<file path="src/rtl/n13_frame_loader.sv">
// Deserialises a stream of AN codewords row-major into a 5x5 frame and holds the
// complete frame on a flat bus until the downstream decoder array accepts it.
//   state | meaning
//   FILL  | accepting codewords into slots, in_ready high
//   HOLD  | complete frame presented, input stalled until frame_ready
module n13_frame_loader #(
   parameter int CW_W  = 6,
   parameter int ROWS  = 5,
   parameter int COLS  = 5,
   parameter int CNT_W = 8,
   localparam int NSLOT = ROWS * COLS
) (
   input  logic                    clk,
   input  logic                    rst,
   input  logic                    in_valid,
   output logic                    in_ready,
   input  logic                    in_sof,
   input  logic [CW_W-1:0]         in_cw,
   output logic                    frame_valid,
   input  logic                    frame_ready,
   output logic [NSLOT*CW_W-1:0]   frame_cw,
   output logic [4:0]              wr_idx,
   output logic                    sync_err,
   output logic [CNT_W-1:0]        frame_cnt
);

   typedef enum logic {FILL = 1'b0, HOLD = 1'b1} state_t;

   localparam logic [4:0] LAST_IDX = 5'(NSLOT - 1);

   state_t                  state_q, state_d;
   logic [4:0]              wr_idx_q, wr_idx_d;
   logic                    frame_valid_q, frame_valid_d;
   logic [NSLOT*CW_W-1:0]   frame_cw_q, frame_cw_d;
   logic                    sync_err_q, sync_err_d;
   logic [CNT_W-1:0]        frame_cnt_q, frame_cnt_d;

   always_comb begin
      state_d       = state_q;
      wr_idx_d      = wr_idx_q;
      frame_valid_d = frame_valid_q;
      frame_cw_d    = frame_cw_q;
      sync_err_d    = 1'b0;
      frame_cnt_d   = frame_cnt_q;
      case (state_q)
         FILL: begin
            if (in_valid) begin
               if (in_sof) begin
                  // A start marker always restarts the frame; mid-frame it flags misalignment.
                  frame_cw_d[0 +: CW_W] = in_cw;
                  wr_idx_d              = 5'd1;
                  sync_err_d            = (wr_idx_q != 5'd0);
               end else if (wr_idx_q == 5'd0) begin
                  sync_err_d = 1'b1;
               end else begin
                  for (int k = 1; k < NSLOT; k++) begin
                     if (wr_idx_q == 5'(k)) frame_cw_d[k*CW_W +: CW_W] = in_cw;
                  end
                  if (wr_idx_q == LAST_IDX) begin
                     wr_idx_d      = 5'd0;
                     state_d       = HOLD;
                     frame_valid_d = 1'b1;
                  end else begin
                     wr_idx_d = wr_idx_q + 5'd1;
                  end
               end
            end
         end
         HOLD: begin
            if (frame_ready) begin
               frame_valid_d = 1'b0;
               state_d       = FILL;
               frame_cnt_d   = frame_cnt_q + 1'b1;
            end
         end
         default: state_d = FILL;
      endcase
   end

   always_ff @(posedge clk) begin
      if (rst) begin
         state_q       <= FILL;
         wr_idx_q      <= 5'd0;
         frame_valid_q <= 1'b0;
         frame_cw_q    <= '0;
         sync_err_q    <= 1'b0;
         frame_cnt_q   <= '0;
      end else begin
         state_q       <= state_d;
         wr_idx_q      <= wr_idx_d;
         frame_valid_q <= frame_valid_d;
         frame_cw_q    <= frame_cw_d;
         sync_err_q    <= sync_err_d;
         frame_cnt_q   <= frame_cnt_d;
      end
   end

   assign in_ready    = (state_q == FILL);
   assign frame_valid = frame_valid_q;
   assign frame_cw    = frame_cw_q;
   assign wr_idx      = wr_idx_q;
   assign sync_err    = sync_err_q;
   assign frame_cnt   = frame_cnt_q;

endmodule

</file>
<file path="config.mk">
export PLATFORM = sky130hd
export DESIGN_NAME = n13_frame_loader
export DESIGN_NICKNAME = d
export VERILOG_FILES = /design/src/rtl/n13_frame_loader.sv
export SDC_FILE = /design/constraint.sdc
export NUM_CORES = 1
export LEC_CHECK = 0
export CAP_MARGIN = 10
export CORE_MARGIN = 1.5
export CORE_UTILIZATION = 29
export DETAILED_ROUTE_END_ITERATION = 8
export PLACE_DENSITY_LB_ADDON = 0.08
export SLEW_MARGIN = 20
export SYNTH_ARGS = -nofsm -noshare
export SYNTH_HDL_FRONTEND = slang
export SYNTH_SLANG_ARGS = --single-unit
</file>
<file path="constraint.sdc">
create_clock -name clk -period 2.3 [get_ports clk]
set_input_delay 0.345 -clock clk [delete_from_list [all_inputs] [get_ports clk]]
set_output_delay 0.345 -clock clk [all_outputs]
set_load 0.005 [all_outputs]
</file>
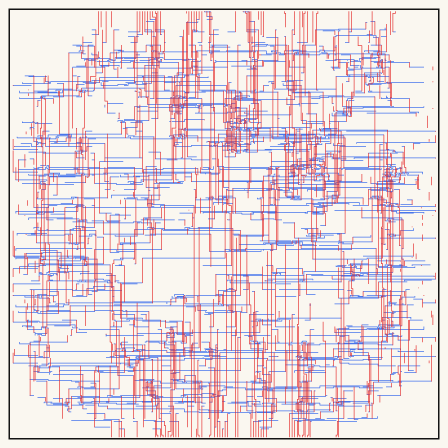
*Metal layers overlaid, run 1*
Only two layers are drawn.
Key: blue = metal 1 [wire length 9150 um]; red = metal 2 [wire length 9010 um]
wirelength, routed: 19700 um
detail-routed net length per standard cell: 17.9 um
Total Routing Usage GR: 16.9%
vias post-DR: 5102

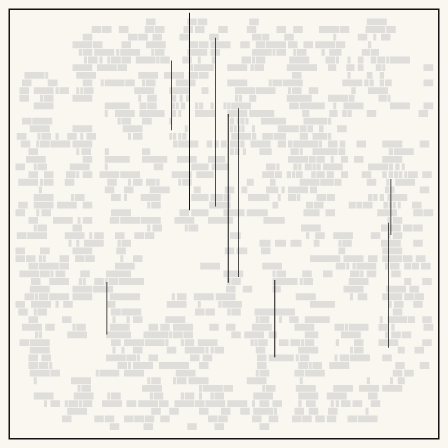
*Metal 4, run 1*
Cells faint in the background.
The layer carries 384 um of wire. 6 nets have wire on it. The layer holds 2.0% of the routed length. The wires run mostly vertical. The longest straight run is 70.0 um.

==> qor_table.md, run 1 <==
| Metric | Value |
|---|---|
| PwrDens | 672 nW/um2 |
| Slew margin rel. | 62.4% |
| Dominant kind of combinational cell | multiplexers |
| Power in sequential cells | 0.00289 W |
| # hold bufs at CTS | 0 |
| DP Wirelength | 13200 um |
| Cell area after technology mapping | 6480 um2 |
| Startpoint of the worst hold path | rst |
| Aggregate global routing overflow | 0 |
| Hold violation count in the final report | 0 |
| Sequential cell area | 3330 um2 |
| Post-synth top area cell | sky130_fd_sc_hd__dfxtp_1 |
| Site row count | 54 |
| Switching power summed over all nets | 0.00140 W |
| Post-DR vias/cell | 4.63 |
| Flops out of synthesis | 166 |
| Outcome | complete, no violations |
| Clock period minus worst slack | 2190 ps |
| Floorplan core density | 29.6% |
| Largest buffer count on any clock path | 2 |
| RSZ-0062 raised after global routing | no |
| Critical path required time | 2590 ps |
| Cell with the most instances on the worst path | sky130_fd_sc_hd__ha_4 |
| Worst path slowest cell | sky130_fd_sc_hd__or4b_4 |
| Finish-stage setup viols | 0 |
| Final tally of max-slew violations | 0 |
| Post-CTS clock slew at the launch and capture registers of the worst setup and hold paths | 70 ps |
| Number of instances in the synthesized netlist | 651 |
| RD Place Congestion | 0.718 |
| Fraction of synthesized cell area taken by the top area cell type | 51.3% |
| Via count of the first global-routing pass | 4916 |
| Layout filler cell count | 2127 |
| Post-cts sizing count | 0 |
| Async S/R FF share, synth | 0% |
| Worst setup path class | register to register |
| Stage-log warning count | 30 |
| Maximum clock frequency | 458 MHz |
| Hold path cells | 2 |
| Share of synthesized cell area in and-or and or-and compound cells | 3.15% |
| Clk pwr | 0.00308 W |
| Critical R2R Launch | wr_idx[0] |
| Residual DRC | 0 |
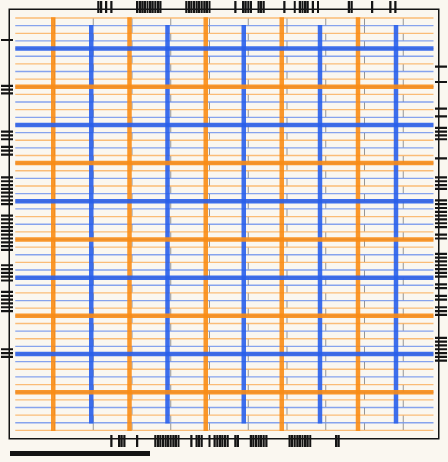
*Supply network, run 1*
Scale bar: 50 um. Pins as bars on the die edge. Tap cells in grey.
Key: blue = VDD; orange = VSS
177 signal pins sit on the boundary. 10 straps on met4. 10 straps on met5. 280 tap cells. 55 met1 rails follow the rows.
width of the die: 152 um
worst vdd rail ir drop: 0.000468 V
core region area: 21900 um2

==> run 1: through the flow <==
stage | utilization [%] | instance area, um2 | std cells | hold WS (ps)
3_5_place_dp | 39.4 | 8630 | 1071 | 456
6_report | 42.4 | 9280 | 1103 | 331
4_1_cts | 42.3 | 9270 | 1103 | 314
3_3_place_gp | 39.4 | 8630 | 1071 | 444
2_1_floorplan | - | 6660 | 651 | 453
5_1_grt | 42.4 | 9280 | 1103 | 317
==> run 1: per-layer routing <==
layer	track usage (%)	up-vias	wire [um]
li1	-	2487	-
met2	26.7	137	9010
met4	5.45	0	383
met1	22.0	2458	9150
met3	5.18	20	1150
met5	0	-	0
==> run 1: Yosys cell counts (8+ instances only) <==
master,instances
sky130_fd_sc_hd__clkbuf_1,37
sky130_fd_sc_hd__nand3_2,8
sky130_fd_sc_hd__dfxtp_1,166
sky130_fd_sc_hd__mux2i_1,133
sky130_fd_sc_hd__nand3_1,12
sky130_fd_sc_hd__a21oi_1,21
sky130_fd_sc_hd__buf_4,8
sky130_fd_sc_hd__and3_1,10
sky130_fd_sc_hd__nor2_1,144
sky130_fd_sc_hd__nand2_1,36
sky130_fd_sc_hd__buf_2,12
==> run 1: state kept, by name (all words and copies together), names as in the netlist <==
| signal | cells |
|---|---|
| frame_valid | 1 |
| sync_err | 1 |
| frame_cnt | 8 |
| wr_idx | 5 |
| frame_cw | 150 |
| state_q | 1 |
==> run 1: layout make-up <==
type,instances,area share (%)
multi-input combinational,417,31.9
clock buffer,19,4.77
clock inverter,13,2.10
timing repair buffer,201,21.3
inverter,7,0.310
tap,280,3.78
sequential,166,35.9
==> run 1: critical path: cells and delay by family (launching register included) <==
family,cells,cell delay [ps]
AND/OR/NAND/NOR,4,990
flip-flops,1,350
adder cells (fa/ha/maj),2,310
buffers and inverters,2,220
multiplexers,1,190
--- run 2 (diff from run 1) ---
CORE_MARGIN = 5   (was 1.5)
==> run 2 against run 1 <==
Net effect: synthesized cell count stayed put; largest power group is now registers; total power shrank 4.9%; via count fell by 2.5%; sequential power is essentially flat; sequential cell count unchanged; first-iteration DRC count up 1.8%; combinational power shrank 3%.
==> qor_table.md, run 2 <==
| Metric | Value |
|---|---|
| Outcome | complete, no violations |
| Critical path required time | 2590 ps |
| Hold violation count in the final report | 0 |
| Post-CTS clock slew at the launch and capture registers of the worst setup and hold paths | 60 ps |
| Worst setup path class | register to register |
| Post-placement cell count | 1069 |
| Async S/R FF share, synth | 0% |
| Post-DR vias/cell | 4.52 |
| Cell area after technology mapping | 6480 um2 |
| Detail-routed net length per standard cell | 17.9 um |
| Post-cts sizing count | 0 |
| Routed length on met1 | 8780 um |
| Instance area at placement | 8610 um2 |
| Largest buffer count on any clock path | 2 |
| Biggest area contributors in the synthesized netlist | sky130_fd_sc_hd__dfxtp_1 (51%), sky130_fd_sc_hd__mux2i_1 (21%), sky130_fd_sc_hd__nor2_1 (8.3%) |
| # hold bufs at CTS | 0 |
| Total Routing Usage GR | 15.3% |
| Floorplan core density | 29.6% |
| DP Wirelength | 13600 um |
| RSZ-0062 raised after global routing | no |
| Most frequent standard cell in the layout excluding fill and tap cells | sky130_fd_sc_hd__clkdlybuf4s50_1 |
| Stage-log warning count | 30 |
| Number of instances in the synthesized netlist | 651 |
| Residual DRC | 0 |
| Final instance count without filler cells | 1100 |
| Finished Cell Area | 9200 um2 |
| Slew margin rel. | 63.1% |
| Top fanout value on the critical path | 7 |
| Leading post-synthesis cells by instance count | sky130_fd_sc_hd__dfxtp_1 (166), sky130_fd_sc_hd__nor2_1 (144), sky130_fd_sc_hd__mux2i_1 (133), sky130_fd_sc_hd__clkbuf_1 (37), sky130_fd_sc_hd__nand2_1 (36) |
| Number of flip-flops in the largest register | 150 |
| Finish-stage setup viols | 0 |
| Startpoint of the worst hold path | rst |
| Via count of the first global-routing pass | 5124 |
| Final tally of max-slew violations | 0 |
| Most common cell in the synthesized netlist | sky130_fd_sc_hd__dfxtp_1 |
| Core region area | 21900 um2 |
| Top layer reached by signal wires | met4 |
| Maximum clock frequency | 463 MHz |
| RD Place Congestion | 0.783 |
| PwrDens | 645 nW/um2 |
| Wirelength, routed | 19700 um |
| Site row count | 54 |
| Clock period minus worst slack | 2160 ps |
| Worst path slowest cell | sky130_fd_sc_hd__or4b_4 |
| Hold_ws | 268 ps |
| Share of the core filled with cells in the final layout | 42.0% |
| Vias post-DR | 4977 |
| Detail Route met3 WL | 1210 um |
| Flops out of synthesis | 166 |
| Aggregate global routing overflow | 0 |
| Critical R2R Launch | wr_idx[0] |
| Cell with the most instances on the worst path | sky130_fd_sc_hd__ha_4 |
## run 2: cell counts after synthesis
No cell type changed its count.
## run 2: kinds of logic after synthesis
group,after synthesis,share of synthesized area [%]
buffers and inverters,68,5.10
adder cells (fa/ha/maj),7,1.35
AND-OR/OR-AND,33,3.15
XOR/XNOR,7,0.946
AND/OR/NAND/NOR,237,17.6
flip-flops,166,51.3
multiplexers,133,20.5
## run 2: worst min-delay path by stage
stage	end	slack, ps	cells past startpoint
final	frame_cnt[7]	270	2
after global routing	frame_cw[2]	250	2
after CTS	frame_cnt[2]	250	2
after detailed placement	frame_cw[93]	450	2
after global placement	frame_cw[91]	450	2
after floorplan	frame_cw[30]	450	2
## run 2: worst max-delay path: cells and delay by family, from the launching register on
family | cells | cell delay, ps
DFF | 1 | 350
buffers and inverters | 2 | 230
and+or+nand+nor | 4 | 920
muxes | 1 | 210
adders and majority gates | 2 | 310
## run 2: metal layers
| layer | vias to the layer above | track usage (%) |
|---|---|---|
| met5 | - | 0 |
| met4 | 0 | 3.72 |
| met3 | 14 | 5.18 |
| met2 | 138 | 25.6 |
| met1 | 2349 | 19.1 |
| li1 | 2476 | - |
## run 2: final cells by class
| class | count | area, um2 |
|---|---|---|
| clock inverters | 11 | 125 |
| clock buffers | 20 | 447 |
| repair buffers | 199 | 1960 |
| multi-input cells | 417 | 2960 |
| inverters | 7 | 28.8 |
| fillers | 2112 | 12700 |
| flip-flops and latches | 166 | 3330 |
| well taps | 280 | 350 |
## run 2: power breakdown
part / switching [W] / total (W) / leakage (nW) / internal (W)
Combinational: 0.000171 / 0.000258 / 2.21 / 0.0000863
Sequential: 0.00000560 / 0.00289 / 1.34 / 0.00288
Clock: 0.00116 / 0.00279 / 0.277 / 0.00163
Total: 0.00134 / 0.00593 / 3.82 / 0.00460
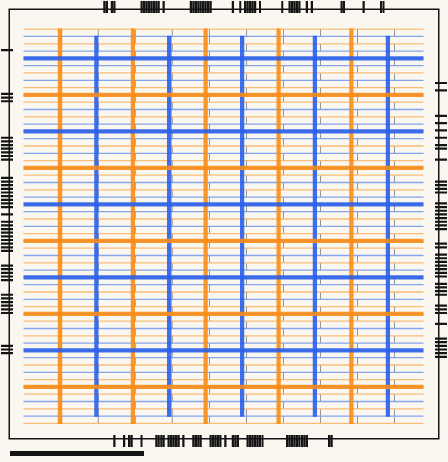
*Supply network, run 2*
Scale bar: 50 um. Pins as bars on the die edge. Tap cells in grey.
Key: orange = VSS; blue = VDD
55 met1 rails follow the rows. 10 straps on met5. 10 straps on met4.
worst vdd rail ir drop: 0.000440 V
width of the die: 159 um

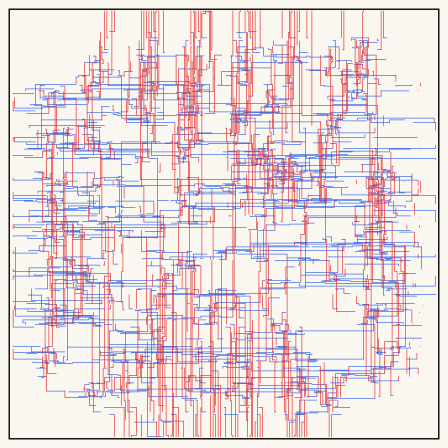
*Metal layers overlaid, run 2*
Only two layers are drawn.
Key: blue = metal 1 [wire length 8780 um]; red = metal 2 [wire length 9530 um]

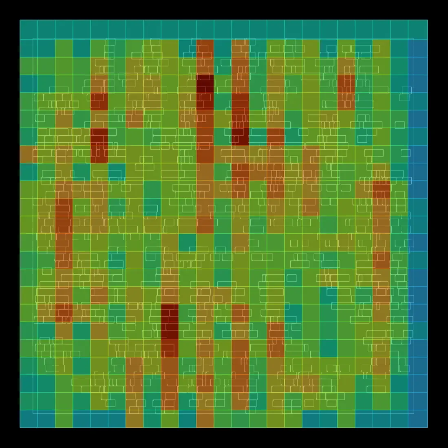
*Congestion heat map, run 2*
layer carrying the most global-route usage: met2
M2 GR Usage: 25.6%

Power and IR drop assume default switching activity.
